$ cat config.mk
export PLATFORM = sky130hd
export DESIGN_NAME = l2_tx_arbiter_flat
export DESIGN_NICKNAME = d
export VERILOG_FILES = /design/src/rtl/l2_tx_arbiter_if.sv /design/src/rtl/l2_tx_arbiter.sv /design/src/flat_wrapper.sv
export SDC_FILE = /design/constraint.sdc
export NUM_CORES = 1
export LEC_CHECK = 0
export CAP_MARGIN = 20
export CORE_ASPECT_RATIO = 0.5
export CORE_MARGIN = 5
export CORE_UTILIZATION = 53
export DETAILED_ROUTE_END_ITERATION = 16
export PLACE_DENSITY_LB_ADDON = 0.25
export RECOVER_POWER = 25
export SYNTH_ARGS = -nofsm -noshare
export SYNTH_HDL_FRONTEND = slang
export SYNTH_SLANG_ARGS = --single-unit
$ cat constraint.sdc
create_clock -name Clk -period 2.5 [get_ports Clk]
set_clock_uncertainty 0.1 [all_clocks]
set_input_delay 0.5 -clock Clk [delete_from_list [all_inputs] [get_ports Clk]]
set_output_delay 0.5 -clock Clk [all_outputs]
set_load 0.05 [all_outputs]
$ cat src/rtl/l2_tx_arbiter_if.sv
// l2_tx_arbiter_if: bundles the two frame-source handshakes and the MAC-side byte stream.
//   Source A (ARP):     ReqA, ValA, SoFA, EoFA, DataA[7:0] -> arbiter; ConfirmA <- arbiter
//   Source B (payload): ReqB, ValB, SoFB, EoFB, DataB[7:0] -> arbiter; ConfirmB <- arbiter
//   MAC side:           FrameOut, ValOut, SoFOut, EoFOut, DataOut[7:0] <- arbiter
//   Status:             GrantId (0=A, 1=B), Busy, TimeoutErr <- arbiter
// modport master is the arbiter's view; modport slave is the sources/MAC view.
interface l2_tx_arbiter_if;
  logic       ReqA;
  logic       ConfirmA;
  logic       ValA;
  logic       SoFA;
  logic       EoFA;
  logic [7:0] DataA;
  logic       ReqB;
  logic       ConfirmB;
  logic       ValB;
  logic       SoFB;
  logic       EoFB;
  logic [7:0] DataB;
  logic       FrameOut;
  logic       ValOut;
  logic       SoFOut;
  logic       EoFOut;
  logic [7:0] DataOut;
  logic       GrantId;
  logic       Busy;
  logic       TimeoutErr;

  modport master (
    input  ReqA, ValA, SoFA, EoFA, DataA,
    input  ReqB, ValB, SoFB, EoFB, DataB,
    output ConfirmA, ConfirmB,
    output FrameOut, ValOut, SoFOut, EoFOut, DataOut,
    output GrantId, Busy, TimeoutErr
  );

  modport slave (
    output ReqA, ValA, SoFA, EoFA, DataA,
    output ReqB, ValB, SoFB, EoFB, DataB,
    input  ConfirmA, ConfirmB,
    input  FrameOut, ValOut, SoFOut, EoFOut, DataOut,
    input  GrantId, Busy, TimeoutErr
  );
endinterface

$ cat src/rtl/l2_tx_arbiter.sv
// l2_tx_arbiter: two-source round-robin arbiter for the byte-wide L2 transmit path.
// Grants one source at a time, forwards its bytes with one registered stage, enforces an
// inter-frame gap and aborts grants whose source stalls before SoF or during a frame.
// Ports:
//   Clk  - system clock, rising edge
//   Rst  - synchronous active-high reset
//   bus  - l2_tx_arbiter_if.master: source handshakes in, Confirm/MAC stream/status out
module l2_tx_arbiter #(
  parameter int unsigned IFG_CYCLES       = 24,
  parameter int unsigned START_TIMEOUT    = 64,
  parameter int unsigned MAX_FRAME_CYCLES = 4096
) (
  input logic             Clk,
  input logic             Rst,
  l2_tx_arbiter_if.master bus
);

  localparam logic [7:0]  StartLast = 8'(START_TIMEOUT - 1);
  localparam logic [7:0]  GapLast   = 8'(IFG_CYCLES - 1);
  localparam logic [15:0] FrameMax  = 16'(MAX_FRAME_CYCLES);

  typedef enum logic [1:0] {StIdle, StGrant, StXfer, StGap} state_e;

  state_e      state_q;
  logic        ptr_q;        // last granted source
  logic        gid_q;
  logic [1:0]  arm_q;        // [0]=A, [1]=B
  logic [7:0]  start_cnt_q;
  logic [7:0]  gap_cnt_q;
  logic [15:0] frame_cnt_q;
  logic        confirm_a_q, confirm_b_q;
  logic        frame_q, val_q, sof_q, eof_q, busy_q, terr_q;
  logic [7:0]  data_q;

  logic       elig_a, elig_b, pick;
  logic       s_val, s_sof, s_eof;
  logic [7:0] s_data;

  function automatic logic [7:0] sat8(input logic [7:0] v);
    return (v == 8'hFF) ? v : v + 8'd1;
  endfunction

  function automatic logic [15:0] sat16(input logic [15:0] v);
    return (v == 16'hFFFF) ? v : v + 16'd1;
  endfunction

  assign elig_a = bus.ReqA & arm_q[0];
  assign elig_b = bus.ReqB & arm_q[1];

  always_comb begin
    pick = elig_b;
    if (elig_a && elig_b) begin
      pick = ~ptr_q;
    end
  end

  // Only the granted source's strobes reach the datapath.
  always_comb begin
    s_val  = gid_q ? bus.ValB  : bus.ValA;
    s_sof  = gid_q ? bus.SoFB  : bus.SoFA;
    s_eof  = gid_q ? bus.EoFB  : bus.EoFA;
    s_data = gid_q ? bus.DataB : bus.DataA;
  end

  always_ff @(posedge Clk) begin
    if (Rst) begin
      state_q     <= StIdle;
      ptr_q       <= 1'b1;
      gid_q       <= 1'b0;
      arm_q       <= 2'b11;
      start_cnt_q <= 8'd0;
      gap_cnt_q   <= 8'd0;
      frame_cnt_q <= 16'd0;
      confirm_a_q <= 1'b0;
      confirm_b_q <= 1'b0;
      frame_q     <= 1'b0;
      val_q       <= 1'b0;
      sof_q       <= 1'b0;
      eof_q       <= 1'b0;
      data_q      <= 8'd0;
      busy_q      <= 1'b0;
      terr_q      <= 1'b0;
    end else begin
      val_q   <= 1'b0;
      sof_q   <= 1'b0;
      eof_q   <= 1'b0;
      data_q  <= 8'd0;
      frame_q <= 1'b0;
      terr_q  <= 1'b0;
      // Re-arm after an observed idle request; grant end below overrides this.
      if (!bus.ReqA) arm_q[0] <= 1'b1;
      if (!bus.ReqB) arm_q[1] <= 1'b1;

      unique case (state_q)
        StIdle: begin
          if (elig_a || elig_b) begin
            gid_q       <= pick;
            ptr_q       <= pick;
            busy_q      <= 1'b1;
            start_cnt_q <= 8'd0;
            state_q     <= StGrant;
          end
        end
        StGrant: begin
          confirm_a_q <= ~gid_q;
          confirm_b_q <= gid_q;
          if (s_val && s_sof) begin
            val_q       <= 1'b1;
            sof_q       <= 1'b1;
            eof_q       <= s_eof;
            data_q      <= s_data;
            frame_q     <= 1'b1;
            frame_cnt_q <= 16'd1;
            state_q     <= StXfer;
            if (s_eof) begin
              confirm_a_q  <= 1'b0;
              confirm_b_q  <= 1'b0;
              arm_q[gid_q] <= 1'b0;
              gap_cnt_q    <= 8'd0;
              state_q      <= StGap;
            end
          end else if (start_cnt_q >= StartLast) begin
            terr_q       <= 1'b1;
            confirm_a_q  <= 1'b0;
            confirm_b_q  <= 1'b0;
            arm_q[gid_q] <= 1'b0;
            gap_cnt_q    <= 8'd0;
            state_q      <= StGap;
          end else begin
            start_cnt_q <= sat8(start_cnt_q);
          end
        end
        StXfer: begin
          val_q   <= s_val;
          sof_q   <= s_val & s_sof;
          eof_q   <= s_val & s_eof;
          data_q  <= s_val ? s_data : 8'd0;
          frame_q <= 1'b1;
          if (s_val && s_eof) begin
            confirm_a_q  <= 1'b0;
            confirm_b_q  <= 1'b0;
            arm_q[gid_q] <= 1'b0;
            gap_cnt_q    <= 8'd0;
            state_q      <= StGap;
          end else if (frame_cnt_q >= FrameMax) begin
            // Abort: suppress the byte and the frame level, never fake an EoF.
            val_q        <= 1'b0;
            sof_q        <= 1'b0;
            data_q       <= 8'd0;
            frame_q      <= 1'b0;
            terr_q       <= 1'b1;
            confirm_a_q  <= 1'b0;
            confirm_b_q  <= 1'b0;
            arm_q[gid_q] <= 1'b0;
            gap_cnt_q    <= 8'd0;
            state_q      <= StGap;
          end else begin
            frame_cnt_q <= sat16(frame_cnt_q);
          end
        end
        StGap: begin
          if (gap_cnt_q >= GapLast) begin
            busy_q  <= 1'b0;
            state_q <= StIdle;
          end else begin
            gap_cnt_q <= sat8(gap_cnt_q);
          end
        end
        default: state_q <= StIdle;
      endcase
    end
  end

  assign bus.ConfirmA   = confirm_a_q;
  assign bus.ConfirmB   = confirm_b_q;
  assign bus.FrameOut   = frame_q;
  assign bus.ValOut     = val_q;
  assign bus.SoFOut     = sof_q;
  assign bus.EoFOut     = eof_q;
  assign bus.DataOut    = data_q;
  assign bus.GrantId    = gid_q;
  assign bus.Busy       = busy_q;
  assign bus.TimeoutErr = terr_q;

endmodule

$ cat src/flat_wrapper.sv
// flat-port wrapper written by rule: the top's interface ports become plain ports
module l2_tx_arbiter_flat 
#(
  parameter int unsigned IFG_CYCLES       = 24,
  parameter int unsigned START_TIMEOUT    = 64,
  parameter int unsigned MAX_FRAME_CYCLES = 4096
)
  (Clk, Rst, bus_ReqA, bus_ValA, bus_SoFA, bus_EoFA, bus_DataA, bus_ReqB, bus_ValB, bus_SoFB, bus_EoFB, bus_DataB, bus_ConfirmA, bus_ConfirmB, bus_FrameOut, bus_ValOut, bus_SoFOut, bus_EoFOut, bus_DataOut, bus_GrantId, bus_Busy, bus_TimeoutErr);
  l2_tx_arbiter_if bus_i ();
  input logic Clk;
  input logic Rst;
  input wire logic [$bits(bus_i.ReqA)-1:0] bus_ReqA;
  input wire logic [$bits(bus_i.ValA)-1:0] bus_ValA;
  input wire logic [$bits(bus_i.SoFA)-1:0] bus_SoFA;
  input wire logic [$bits(bus_i.EoFA)-1:0] bus_EoFA;
  input wire logic [$bits(bus_i.DataA)-1:0] bus_DataA;
  input wire logic [$bits(bus_i.ReqB)-1:0] bus_ReqB;
  input wire logic [$bits(bus_i.ValB)-1:0] bus_ValB;
  input wire logic [$bits(bus_i.SoFB)-1:0] bus_SoFB;
  input wire logic [$bits(bus_i.EoFB)-1:0] bus_EoFB;
  input wire logic [$bits(bus_i.DataB)-1:0] bus_DataB;
  output wire logic [$bits(bus_i.ConfirmA)-1:0] bus_ConfirmA;
  output wire logic [$bits(bus_i.ConfirmB)-1:0] bus_ConfirmB;
  output wire logic [$bits(bus_i.FrameOut)-1:0] bus_FrameOut;
  output wire logic [$bits(bus_i.ValOut)-1:0] bus_ValOut;
  output wire logic [$bits(bus_i.SoFOut)-1:0] bus_SoFOut;
  output wire logic [$bits(bus_i.EoFOut)-1:0] bus_EoFOut;
  output wire logic [$bits(bus_i.DataOut)-1:0] bus_DataOut;
  output wire logic [$bits(bus_i.GrantId)-1:0] bus_GrantId;
  output wire logic [$bits(bus_i.Busy)-1:0] bus_Busy;
  output wire logic [$bits(bus_i.TimeoutErr)-1:0] bus_TimeoutErr;
  assign bus_i.ReqA = bus_ReqA;
  assign bus_i.ValA = bus_ValA;
  assign bus_i.SoFA = bus_SoFA;
  assign bus_i.EoFA = bus_EoFA;
  assign bus_i.DataA = bus_DataA;
  assign bus_i.ReqB = bus_ReqB;
  assign bus_i.ValB = bus_ValB;
  assign bus_i.SoFB = bus_SoFB;
  assign bus_i.EoFB = bus_EoFB;
  assign bus_i.DataB = bus_DataB;
  assign bus_ConfirmA = bus_i.ConfirmA;
  assign bus_ConfirmB = bus_i.ConfirmB;
  assign bus_FrameOut = bus_i.FrameOut;
  assign bus_ValOut = bus_i.ValOut;
  assign bus_SoFOut = bus_i.SoFOut;
  assign bus_EoFOut = bus_i.EoFOut;
  assign bus_DataOut = bus_i.DataOut;
  assign bus_GrantId = bus_i.GrantId;
  assign bus_Busy = bus_i.Busy;
  assign bus_TimeoutErr = bus_i.TimeoutErr;
  l2_tx_arbiter #(.IFG_CYCLES(IFG_CYCLES), .START_TIMEOUT(START_TIMEOUT), .MAX_FRAME_CYCLES(MAX_FRAME_CYCLES)) u_core (.Clk(Clk), .Rst(Rst), .bus(bus_i));
endmodule
Figure 1. Metal 2.
Scale: 6 px per µm.
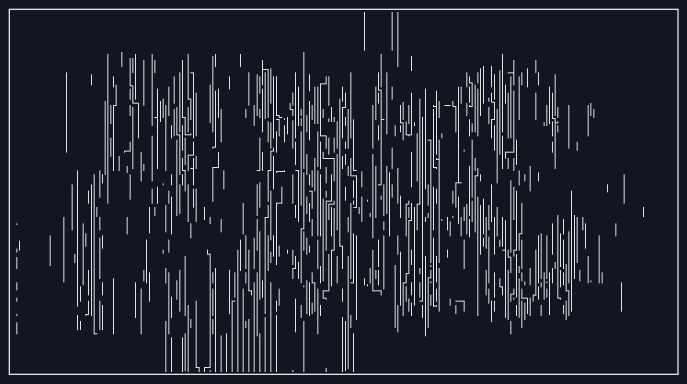
- share of all routed wire: 47%
- wire length on this layer: 2920 µm
- main direction: vertical
final WL: 6.29 mm
met2 GRT Util: 34.8%
via count: 2478

Figure 2. Ports around the boundary.
Scale: 6 px per µm. Pins as bars across the die edge, other pins in grey.
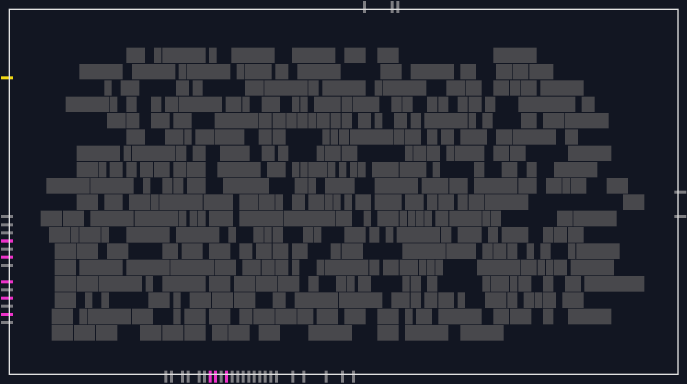
- Clk: yellow (pins 1; direction input; edge left)
- bus_DataB: magenta (pins 8; direction input; edge 5 left, 3 bottom)
- all pins by edge: 24 bottom, 14 left, 3 top, 2 right
PortBufs: 42
die y size: 60.6 µm
Die W: 111 µm

==> results.cfg <==
; flow metrics
[timing]
rsz0062_at_grt = false
hold_viol = 0
max-slew-margin-rel_pct = 54.5
layout_setup_ws_ns = 0.188
finalMaxSlewViolations = 0
period_minus_slack_ns = 2.31

[global_routing]
grt_max_degree = 16
antenna_found_initial = 0
grt_pass1_wl_mm = 10.7

[yosys]
top_logic_kind = simple AND/OR/NAND/NOR gates
ys_sh_mux_pct = 3.32
synthArstFlopShare_pct = 0
top_cell_area_share_pct = 39.8
xor_area_share_pct = 3.23
yosys.area_share.aoi_pct = 21.0
synth.net_count = 341
ys_cells = 306

[cells_and_area]
flop_area_um2 = 1080
stdcell_area_um2 = 3360
n_antenna_cell = 0
area_growth_pct = 23.9

[detailed_routing]
drtPass1Iterations = 5
via_per_inst = 5.79
top_layer_used = met4
drt_iter0_drc = 125

[floorplan]
io_pins = 43
rows = 18
initial_core_util_pct = 55.0

[worst_setup_path]
cp-start-kind = primary input
r2r_cells = 6
regToRegEndpoint = u_core.gap_cnt_q[0]
rrSetupSlack_ns = 0.26
critPathArrivalTime_ns = 2.45
critPathRequiredTime_ns = 2.64
regToRegStartpoint = u_core.gap_cnt_q[0]
endpoint = u_core.start_cnt_q[3]

[cts]
cts.repair.resized = 0
cts-root-buf = clkbuf_8
clkLatencyLatePin_ns = 0.30
cts_setup_buffers = 0

[power]
power.total_mw = 2.76

[hold_path]
hp-class = reg2reg

[run_status]
outcome = finished, final reports clean
Figure 3. Cell outlines without signal wires.
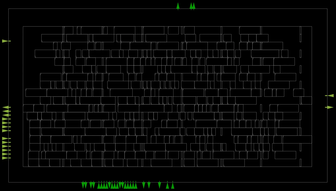
core area: 4930 µm²
tap cells: 70

==> area by class of cell <==
| type | instances | share of cell area (%) |
|---|---|---|
| multi-input combinational | 227 | 45.4 |
| sequential | 54 | 32.1 |
| timing repair buffer | 56 | 15.7 |
| tap | 70 | 2.60 |
| clock buffer | 7 | 2.57 |
| inverter | 13 | 1.45 |
| clock inverter | 1 | 0.149 |
==> power by group <==
group,internal (mW),switching (mW),leakage [nW]
Sequential,0.939,0.0648,0.437
Combinational,0.443,0.806,0.761
Clock,0.224,0.280,0.0482
==> state kept, by name, summed over array words and instances (netlist names) <==
register	count
u_core.bus.ConfirmB	1
u_core.arm_q	2
u_core.frame_cnt_q	16
u_core.start_cnt_q	8
u_core.bus.TimeoutErr	1
u_core.bus.DataOut	8
u_core.state_q	2
u_core.bus.SoFOut	1
u_core.bus.FrameOut	1
u_core.bus.EoFOut	1
u_core.gap_cnt_q	8
u_core.bus.ValOut	1
u_core.ptr_q	1
u_core.bus.GrantId	1
u_core.bus.Busy	1
u_core.bus.ConfirmA	1
==> stage by stage <==
stage          util (%)  hold slack [ns]  cells
2_1_floorplan         -            0.308    306
3_3_place_gp       66.5            0.317    420
3_5_place_dp       66.5            0.321    420
4_1_cts            68.3            0.333    428
5_1_grt            68.2            0.354    428
6_report           68.2            0.331    428
==> routing by layer <==
layer | up-vias | global-route usage, %
li1 | 1230 | -
met5 | - | 0
met3 | 5 | 4.98
met4 | 0 | 3.99
met2 | 73 | 34.8
met1 | 1170 | 24.1
==> critical path, cell delays in order <==
cell and delay [ns]:
dlygate4sd3_1 0.63, nand3b_4 0.14, and3_1 0.34, a21oi_2 0.17, or4_1 0.51, a21boi_1 0.17
Power figures rest on the tool's default switching activity, not on a simulated workload.
